==> run_1/layer_met1.png <==
Scale bar: 10 um.
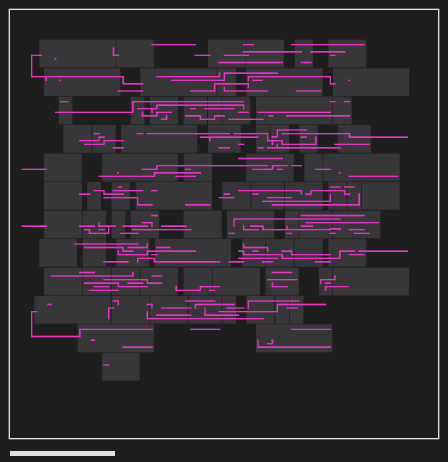
==> run_1/wires.png <==
Scale bar: 10 um. Only two layers are drawn.
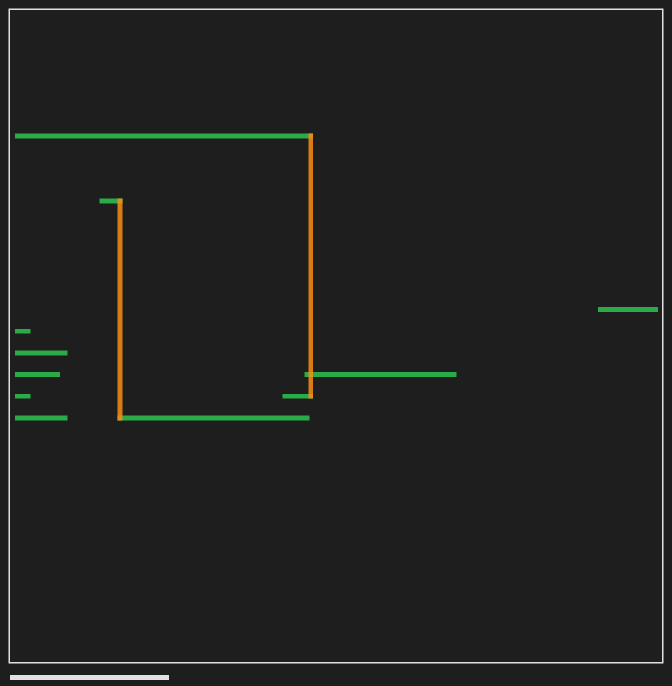
==> run_1/metal_density.png <==
The die is cut into 8 by 8 equal tiles; white is low, dark blue is high, scaled to the fullest tile. Values are wire area over tile area, all layers added.
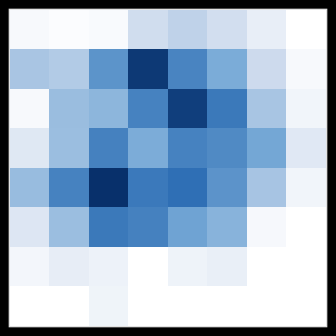
==> run_1/detail.png <==
Scale bar: 5 um. Region (21, 21) to (41, 41) um. Cells in grey, sequential cells in the stronger grey; small squares are vias.
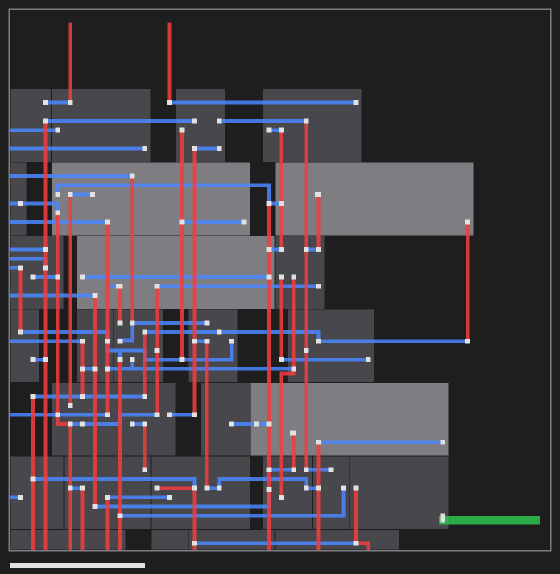
[src/rtl/spi_tx_controller_pkg.sv]
// spi_tx_controller_pkg: shared state encoding, default sizing and counter-width helper
package spi_tx_controller_pkg;
  typedef enum logic [2:0] {IDLE, LEAD, SHIFT, TRAIL, DONE} spi_state_t;
  localparam int DEF_WIDTH = 4;
  localparam int DEF_CLK_DIV = 2;
  function automatic int cnt_w(input int n);
    return n > 1 ? $clog2(n) : 1;
  endfunction
endpackage

[src/rtl/spi_tx_controller_if.sv]
// spi_tx_controller_if: word handshake plus SPI pins between source and transmit controller
interface spi_tx_controller_if import spi_tx_controller_pkg::*; #(parameter int WIDTH = DEF_WIDTH);
  logic [WIDTH-1:0] tx_data;
  logic tx_valid;
  logic tx_ready;
  logic busy;
  logic done;
  logic spi_cs_n;
  logic spi_sclk;
  logic spi_mosi;
  modport master (output tx_data, tx_valid, input tx_ready, busy, done, spi_cs_n, spi_sclk, spi_mosi);
  modport slave (input tx_data, tx_valid, output tx_ready, busy, done, spi_cs_n, spi_sclk, spi_mosi);
endinterface

[src/rtl/spi_tx_controller_ps_shift_reg.sv]
// ps_shift_reg: parallel-load, MSB-first shift-left register with zero fill
module ps_shift_reg import spi_tx_controller_pkg::*; #(parameter int WIDTH = DEF_WIDTH) (
  input  logic             clock,
  input  logic             reset,
  input  logic             load,
  input  logic             shift,
  input  logic [WIDTH-1:0] par_in,
  output logic             ser_out
);
  logic [WIDTH-1:0] q;
  always_ff @(posedge clock)
    if (reset) q <= '0;
    else if (load) q <= par_in;
    else if (shift) q <= q << 1;
  assign ser_out = q[WIDTH-1];
endmodule

[src/rtl/spi_tx_controller.sv]
// spi_tx_controller: mode-0 SPI transmit master sequencing a shift register, one word per handshake
module spi_tx_controller import spi_tx_controller_pkg::*; #(
  parameter int WIDTH = DEF_WIDTH,
  parameter int CLK_DIV = DEF_CLK_DIV
) (
  input logic clock,
  input logic reset,
  spi_tx_controller_if.slave bus
);
  localparam int BW = cnt_w(WIDTH);
  localparam int DW = cnt_w(CLK_DIV);
  localparam logic [BW-1:0] BIT_LAST = BW'(WIDTH - 1);
  localparam logic [DW-1:0] DIV_LAST = DW'(CLK_DIV - 1);
  spi_state_t state, state_d;
  logic [BW-1:0] bit_cnt, bit_d;
  logic [DW-1:0] div_cnt, div_d;
  logic sclk_d, load, shift, tick, active_d;
  assign tick = div_cnt == DIV_LAST;
  assign load = state == IDLE && bus.tx_valid && bus.tx_ready;
  assign active_d = state_d inside {LEAD, SHIFT, TRAIL};
  always_comb begin
    state_d = state;
    bit_d = bit_cnt;
    div_d = tick ? '0 : div_cnt + 1'b1;
    sclk_d = bus.spi_sclk;
    shift = 1'b0;
    case (state)
      IDLE: begin
        div_d = '0;
        if (load) begin
          state_d = LEAD;
          bit_d = BIT_LAST;
        end
      end
      LEAD: state_d = tick ? SHIFT : LEAD;
      SHIFT: if (tick) begin
        sclk_d = !bus.spi_sclk;
        // falling toggle: either retire the last bit or present the next one
        if (bus.spi_sclk) begin
          if (bit_cnt == '0) state_d = TRAIL;
          else begin
            shift = 1'b1;
            bit_d = bit_cnt - 1'b1;
          end
        end
      end
      TRAIL: state_d = tick ? DONE : TRAIL;
      DONE: begin
        div_d = '0;
        state_d = IDLE;
      end
      default: state_d = IDLE;
    endcase
  end
  always_ff @(posedge clock)
    if (reset) begin
      state <= IDLE;
      bit_cnt <= '0;
      div_cnt <= '0;
      bus.tx_ready <= 1'b1;
      bus.busy <= 1'b0;
      bus.done <= 1'b0;
      bus.spi_cs_n <= 1'b1;
      bus.spi_sclk <= 1'b0;
    end else begin
      state <= state_d;
      bit_cnt <= bit_d;
      div_cnt <= div_d;
      bus.tx_ready <= state_d == IDLE;
      bus.busy <= state_d != IDLE;
      bus.done <= state_d == DONE;
      bus.spi_cs_n <= !active_d;
      bus.spi_sclk <= sclk_d;
    end
  // mosi comes straight from the shift register flop, so it changes with the falling toggle
  ps_shift_reg #(.WIDTH(WIDTH)) u_sr (
    .clock(clock),
    .reset(reset),
    .load(load),
    .shift(shift),
    .par_in(bus.tx_data),
    .ser_out(bus.spi_mosi)
  );
endmodule

[src/flat_wrapper.sv]
// flat-port wrapper written by rule: the top's interface ports become plain ports
module spi_tx_controller_flat import spi_tx_controller_pkg::*;
#(
  parameter int WIDTH = DEF_WIDTH,
  parameter int CLK_DIV = DEF_CLK_DIV
)
  (clock, reset, bus_tx_data, bus_tx_valid, bus_tx_ready, bus_busy, bus_done, bus_spi_cs_n, bus_spi_sclk, bus_spi_mosi);
  spi_tx_controller_if #(.WIDTH(WIDTH)) bus_i ();
  input logic clock;
  input logic reset;
  input wire logic [$bits(bus_i.tx_data)-1:0] bus_tx_data;
  input wire logic [$bits(bus_i.tx_valid)-1:0] bus_tx_valid;
  output wire logic [$bits(bus_i.tx_ready)-1:0] bus_tx_ready;
  output wire logic [$bits(bus_i.busy)-1:0] bus_busy;
  output wire logic [$bits(bus_i.done)-1:0] bus_done;
  output wire logic [$bits(bus_i.spi_cs_n)-1:0] bus_spi_cs_n;
  output wire logic [$bits(bus_i.spi_sclk)-1:0] bus_spi_sclk;
  output wire logic [$bits(bus_i.spi_mosi)-1:0] bus_spi_mosi;
  assign bus_i.tx_data = bus_tx_data;
  assign bus_i.tx_valid = bus_tx_valid;
  assign bus_tx_ready = bus_i.tx_ready;
  assign bus_busy = bus_i.busy;
  assign bus_done = bus_i.done;
  assign bus_spi_cs_n = bus_i.spi_cs_n;
  assign bus_spi_sclk = bus_i.spi_sclk;
  assign bus_spi_mosi = bus_i.spi_mosi;
  spi_tx_controller #(.WIDTH(WIDTH), .CLK_DIV(CLK_DIV)) u_core (.clock(clock), .reset(reset), .bus(bus_i));
endmodule
[config.mk]
export PLATFORM = sky130hd
export DESIGN_NAME = spi_tx_controller_flat
export DESIGN_NICKNAME = d
export VERILOG_FILES = /design/src/rtl/spi_tx_controller_pkg.sv /design/src/rtl/spi_tx_controller_if.sv /design/src/rtl/spi_tx_controller_ps_shift_reg.sv /design/src/rtl/spi_tx_controller.sv /design/src/flat_wrapper.sv
export SDC_FILE = /design/constraint.sdc
export NUM_CORES = 1
export LEC_CHECK = 0
export CORE_MARGIN = 2
export CORE_UTILIZATION = 47
export DETAILED_ROUTE_END_ITERATION = 16
export HOLD_SLACK_MARGIN = 0.05
export PLACE_DENSITY = 0.84
export SLEW_MARGIN = 15
export SYNTH_ARGS = -nofsm -noshare
export SYNTH_HDL_FRONTEND = slang
export SYNTH_HIERARCHICAL = 1
export SYNTH_SLANG_ARGS = --single-unit
[constraint.sdc]
create_clock -name clock -period 2.18 [get_ports clock]
set_input_delay 0.436 -clock clock [delete_from_list [all_inputs] [get_ports clock]]
set_output_delay 0.436 -clock clock [all_outputs]
set_load 0.01 [all_outputs]
==> summary.rpt, run 1 <==
PHYSICAL IMPLEMENTATION REPORT
----------------------------------------------------
[Synth]
  Mapped Avg Cell Area ........................ 9.84 um^2
  Simple-Gate Fraction of Synth Area ........................ 0.231
  Yosys warns ........................ 6
  AND-OR/OR-AND share of the synthesized area ........................ 0.149
  Mapped Cells ........................ 65
  Post-Synth Adder-Cell Area ........................ 0.0196

[Setup path]
  Endpoint of the lowest-slack register-to-register path ........................ u_core/u_sr/q[2]
  CP endpoint kind ........................ output port
  Crit path DAT ........................ 1.26 ns
  Worst Path Class, Setup ........................ flip-flop to output port
  Internal reg-to-reg setup slack ........................ 0.74 ns
  Worst r2r path cells ........................ 6

[Timing]
  Worst rel slew slack ........................ 0.736
  Minimum hold slack ........................ 0.496 ns
  Layout Skew ........................ 0.00257 ns
  Setup repair after global routing missed its margin ........................ no
  Final setup margin ........................ 0.487 ns
  Final total negative setup slack ........................ 0 ns

[Final layout]
  Count of multi-input combinational gates ........................ 42
  Logic share of the area ........................ 0.375
  Storage element area ........................ 300 um^2
  Tally of non-filler cells in the final layout ........................ 95
  Count of non-CTS buffers in the layout ........................ 15
  Top library cells by usage in the layout, fill and taps aside ........................ sky130_fd_sc_hd__dfxtp_1, sky130_fd_sc_hd__clkdlybuf4s50_1
  Top logic cell by instance count in the layout ........................ sky130_fd_sc_hd__dfxtp_1
  Biggest regs ........................ u_core/u_sr/q: 4 flops, u_core/state: 3 flops, u_core/bit_cnt: 2 flops

[Power and ir drop]
  Pwr dens ........................ 698 mW/mm^2
  Switching share of total power ........................ 0.262

[Clocking]
  Clk Latency, worst-skew pair ........................ 0.29 ns
  Clk slew on worst S/H paths ........................ 0.09 ns

[Routing]
  Count of unresolved DRC violations after routing ........................ 0
  Violation tally from detailed-route iteration zero ........................ 24
  Wire length on met3 ........................ 55 um

[Floorplanning]
  Chip area ........................ 0.00167 mm^2
  Tap cell instance count ........................ 15

[Outcome]
  Outcome ........................ finished, final reports clean

----------------------------------------------------
## Picture notes: layer_met1.png
longest straight run: 11.0 um
main direction: horizontal
nets with wire on the layer: 78
share of all routed wire: 48%
wire length on this layer: 562 um

## Picture notes: wires.png
legend:
  green:
    layer: metal 3
    wire_length: 55.4 um
  orange:
    layer: metal 4
    wire_length: 29.9 um

## Picture notes: metal_density.png
mean over tiles: 0.11
nearly empty tiles: 20%
fullest tile: 0.37
routed via count: 506
total wire length after detailed routing: 1170 um
global routing usage summed across all routing layers: 0.171
average wire length per cell after detail routing: 12.3 um

## Picture notes: detail.png
legend:
  green:
    layer: metal 3
  red:
    layer: metal 2
  blue:
    layer: metal 1
sequential cells in the window: 4
cells with their middle in the window: 21
most frequent: dfxtp_1 (4), clkdlybuf4s50_1 (3), nor3_1 (3)
netlist names of flops here include: u_core/state (2)

==> run_1/congestion.png <==
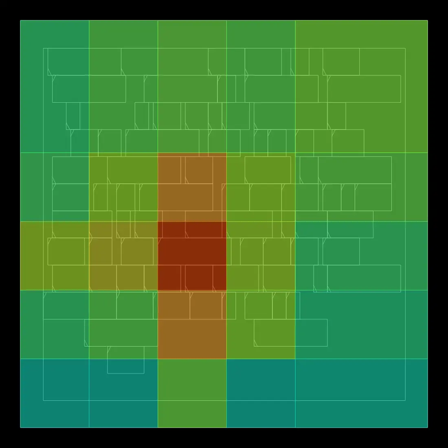

## Run 2: what changed since run 1
--- a/config.mk
+++ b/config.mk
@@ -6,10 +6,10 @@
 export NUM_CORES = 1
 export LEC_CHECK = 0
 export CORE_MARGIN = 2
-export CORE_UTILIZATION = 47
+export CORE_UTILIZATION = 43
 export DETAILED_ROUTE_END_ITERATION = 16
 export HOLD_SLACK_MARGIN = 0.05
-export PLACE_DENSITY = 0.84
+export PLACE_DENSITY = 0.81
 export SLEW_MARGIN = 15
 export SYNTH_ARGS = -nofsm -noshare
 export SYNTH_HDL_FRONTEND = slang
==> constraint.sdc (replaced) <==
create_clock -name clock -period 1.5 [get_ports clock]
set_input_delay 0.3 -clock clock [delete_from_list [all_inputs] [get_ports clock]]
set_output_delay 0.3 -clock clock [all_outputs]
set_load 0.01 [all_outputs]
==> run_2/congestion.png <==
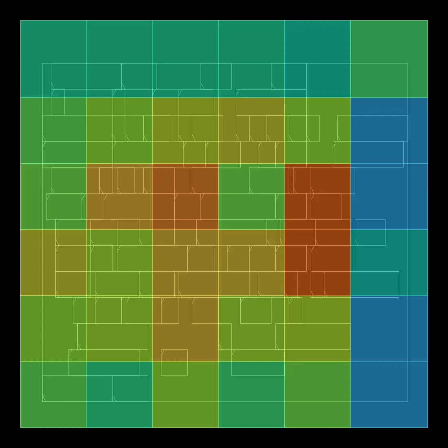
Layout Utilization: 0.633
M2 GR Usage: 0.252
routing layer with the top usage in global route: met2

==> summary.rpt, run 2 <==
PHYSICAL IMPLEMENTATION REPORT
----------------------------------------------------
[Setup path]
  Crit path DAT ........................ 1.15 ns (-0.11 ns)
  Internal reg-to-reg setup slack ........................ 0.09 ns (-0.65 ns)
  Worst r2r path cells ........................ 6 (unchanged)
  CP endpoint kind ........................ output port
  Worst Path Class, Setup ........................ flip-flop to output port

[Synth]
  Post-Synth Adder-Cell Area ........................ 0.0196 (unchanged)
  Mapped Avg Cell Area ........................ 9.84 um^2 (unchanged)
  AND-OR/OR-AND share of the synthesized area ........................ 0.149 (unchanged)
  Mapped Cells ........................ 65 (unchanged)
  Simple-Gate Fraction of Synth Area ........................ 0.231 (unchanged)

[Timing]
  Final setup margin ........................ 0.0479 ns (-0.439 ns)
  Final total negative setup slack ........................ 0 ns (unchanged)
  Minimum hold slack ........................ 0.492 ns (-0.00418 ns)
  Worst rel slew slack ........................ 0.702 (-0.0339)

[Global routing]
  Global routing usage summed across all routing layers ........................ 0.158 (-0.0132)

[Floorplanning]
  Chip area ........................ 0.00181 mm^2 (+8.4%)
  Tap cell instance count ........................ 15 (unchanged)

[Power and ir drop]
  Pwr dens ........................ 976 mW/mm^2 (+40%)
  Switching share of total power ........................ 0.266 (+0.00430)

[Final layout]
  Top logic cell by instance count in the layout ........................ sky130_fd_sc_hd__dfxtp_1
  Top library cells by usage in the layout, fill and taps aside ........................ sky130_fd_sc_hd__dfxtp_1, sky130_fd_sc_hd__clkdlybuf4s50_1
  Tally of non-filler cells in the final layout ........................ 97 (+2.1%)
  Logic share of the area ........................ 0.373 (-0.00184)
  Biggest regs ........................ u_core/u_sr/q: 4 flops, u_core/state: 3 flops, u_core/bit_cnt: 2 flops
  Count of multi-input combinational gates ........................ 42 (unchanged)

[Routing]
  Count of unresolved DRC violations after routing ........................ 0 (unchanged)
  Average wire length per cell after detail routing ........................ 12.9 um (+4.6%)
  Wire length on met3 ........................ 58 um (+5.5%)

[Clocking]
  Clk slew on worst S/H paths ........................ 0.08 ns (about the same)
  CTS tree ........................ built

[Outcome]
  Outcome ........................ finished, final reports clean

----------------------------------------------------
## Run 3: what changed since run 2
--- a/config.mk
+++ b/config.mk
@@ -5,6 +5,7 @@
 export SDC_FILE = /design/constraint.sdc
 export NUM_CORES = 1
 export LEC_CHECK = 0
+export CAP_MARGIN = 40
 export CORE_MARGIN = 2
 export CORE_UTILIZATION = 43
 export DETAILED_ROUTE_END_ITERATION = 16
==> run_3/wires.png <==
Scale bar: 10 um. Only two layers are drawn.
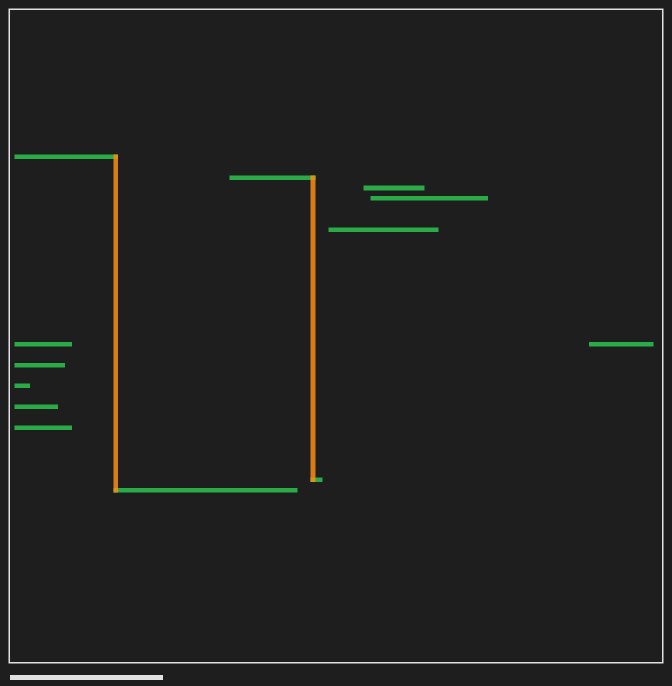
legend:
  green:
    layer: metal 3
    wire_length: 58.6 um
  orange:
    layer: metal 4
    wire_length: 41.5 um
total wire length after detailed routing: 1250 um
routed via count: 526

==> summary.rpt, run 3 <==
PHYSICAL IMPLEMENTATION REPORT
----------------------------------------------------
[Outcome]
  Outcome ........................ finished, final reports clean

[Global routing]
  Global routing usage summed across all routing layers ........................ 0.158 (unchanged)
  M2 GR Usage ........................ 0.252 (unchanged)
  Routing layer with the top usage in global route ........................ met2

[Clocking]
  Clk slew on worst S/H paths ........................ 0.08 ns (about the same)
  TritonCTS sink count ........................ 15
  CTS tree ........................ built

[Setup path]
  Internal reg-to-reg setup slack ........................ 0.09 ns (about the same)
  CP endpoint kind ........................ output port
  Required @ worst endpoint ........................ 1.20 ns
  Worst r2r path cells ........................ 6 (unchanged)
  Crit path DAT ........................ 1.15 ns (about the same)

[Routing]
  Average wire length per cell after detail routing ........................ 12.9 um (unchanged)
  Count of unresolved DRC violations after routing ........................ 0 (unchanged)

[Synth]
  Xor-xnor portion of the synthesized cell area ........................ 0.0274
  Post-Synth Adder-Cell Area ........................ 0.0196 (unchanged)
  Mapped Cells ........................ 65 (unchanged)
  Syn nets ........................ 73
  Top comb family, area ........................ simple AND/OR/NAND/NOR gates
  Mapped Avg Cell Area ........................ 9.84 um^2 (unchanged)
  Simple-Gate Fraction of Synth Area ........................ 0.231 (unchanged)

[Timing]
  Worst rel slew slack ........................ 0.702 (unchanged)
  Final setup margin ........................ 0.0479 ns (unchanged)
  Final total negative setup slack ........................ 0 ns (unchanged)

[Hold path]
  Worst hold-check path type ........................ flip-flop to flip-flop

[Final layout]
  Top logic cell by instance count in the layout ........................ sky130_fd_sc_hd__dfxtp_1
  Tally of non-filler cells in the final layout ........................ 97 (unchanged)
  Biggest regs ........................ u_core/u_sr/q: 4 flops, u_core/state: 3 flops, u_core/bit_cnt: 2 flops
  Logic share of the area ........................ 0.373 (unchanged)
  Antenna diode instance count ........................ 0
  Count of multi-input combinational gates ........................ 42 (unchanged)
  Layout Utilization ........................ 0.633 (unchanged)

[Floorplanning]
  Tap cell instance count ........................ 15 (unchanged)

[Power and ir drop]
  Switching share of total power ........................ 0.266 (unchanged)
  Pwr dens ........................ 976 mW/mm^2 (unchanged)

----------------------------------------------------
No activity file was given, so power comes from the tool's default toggle rates.
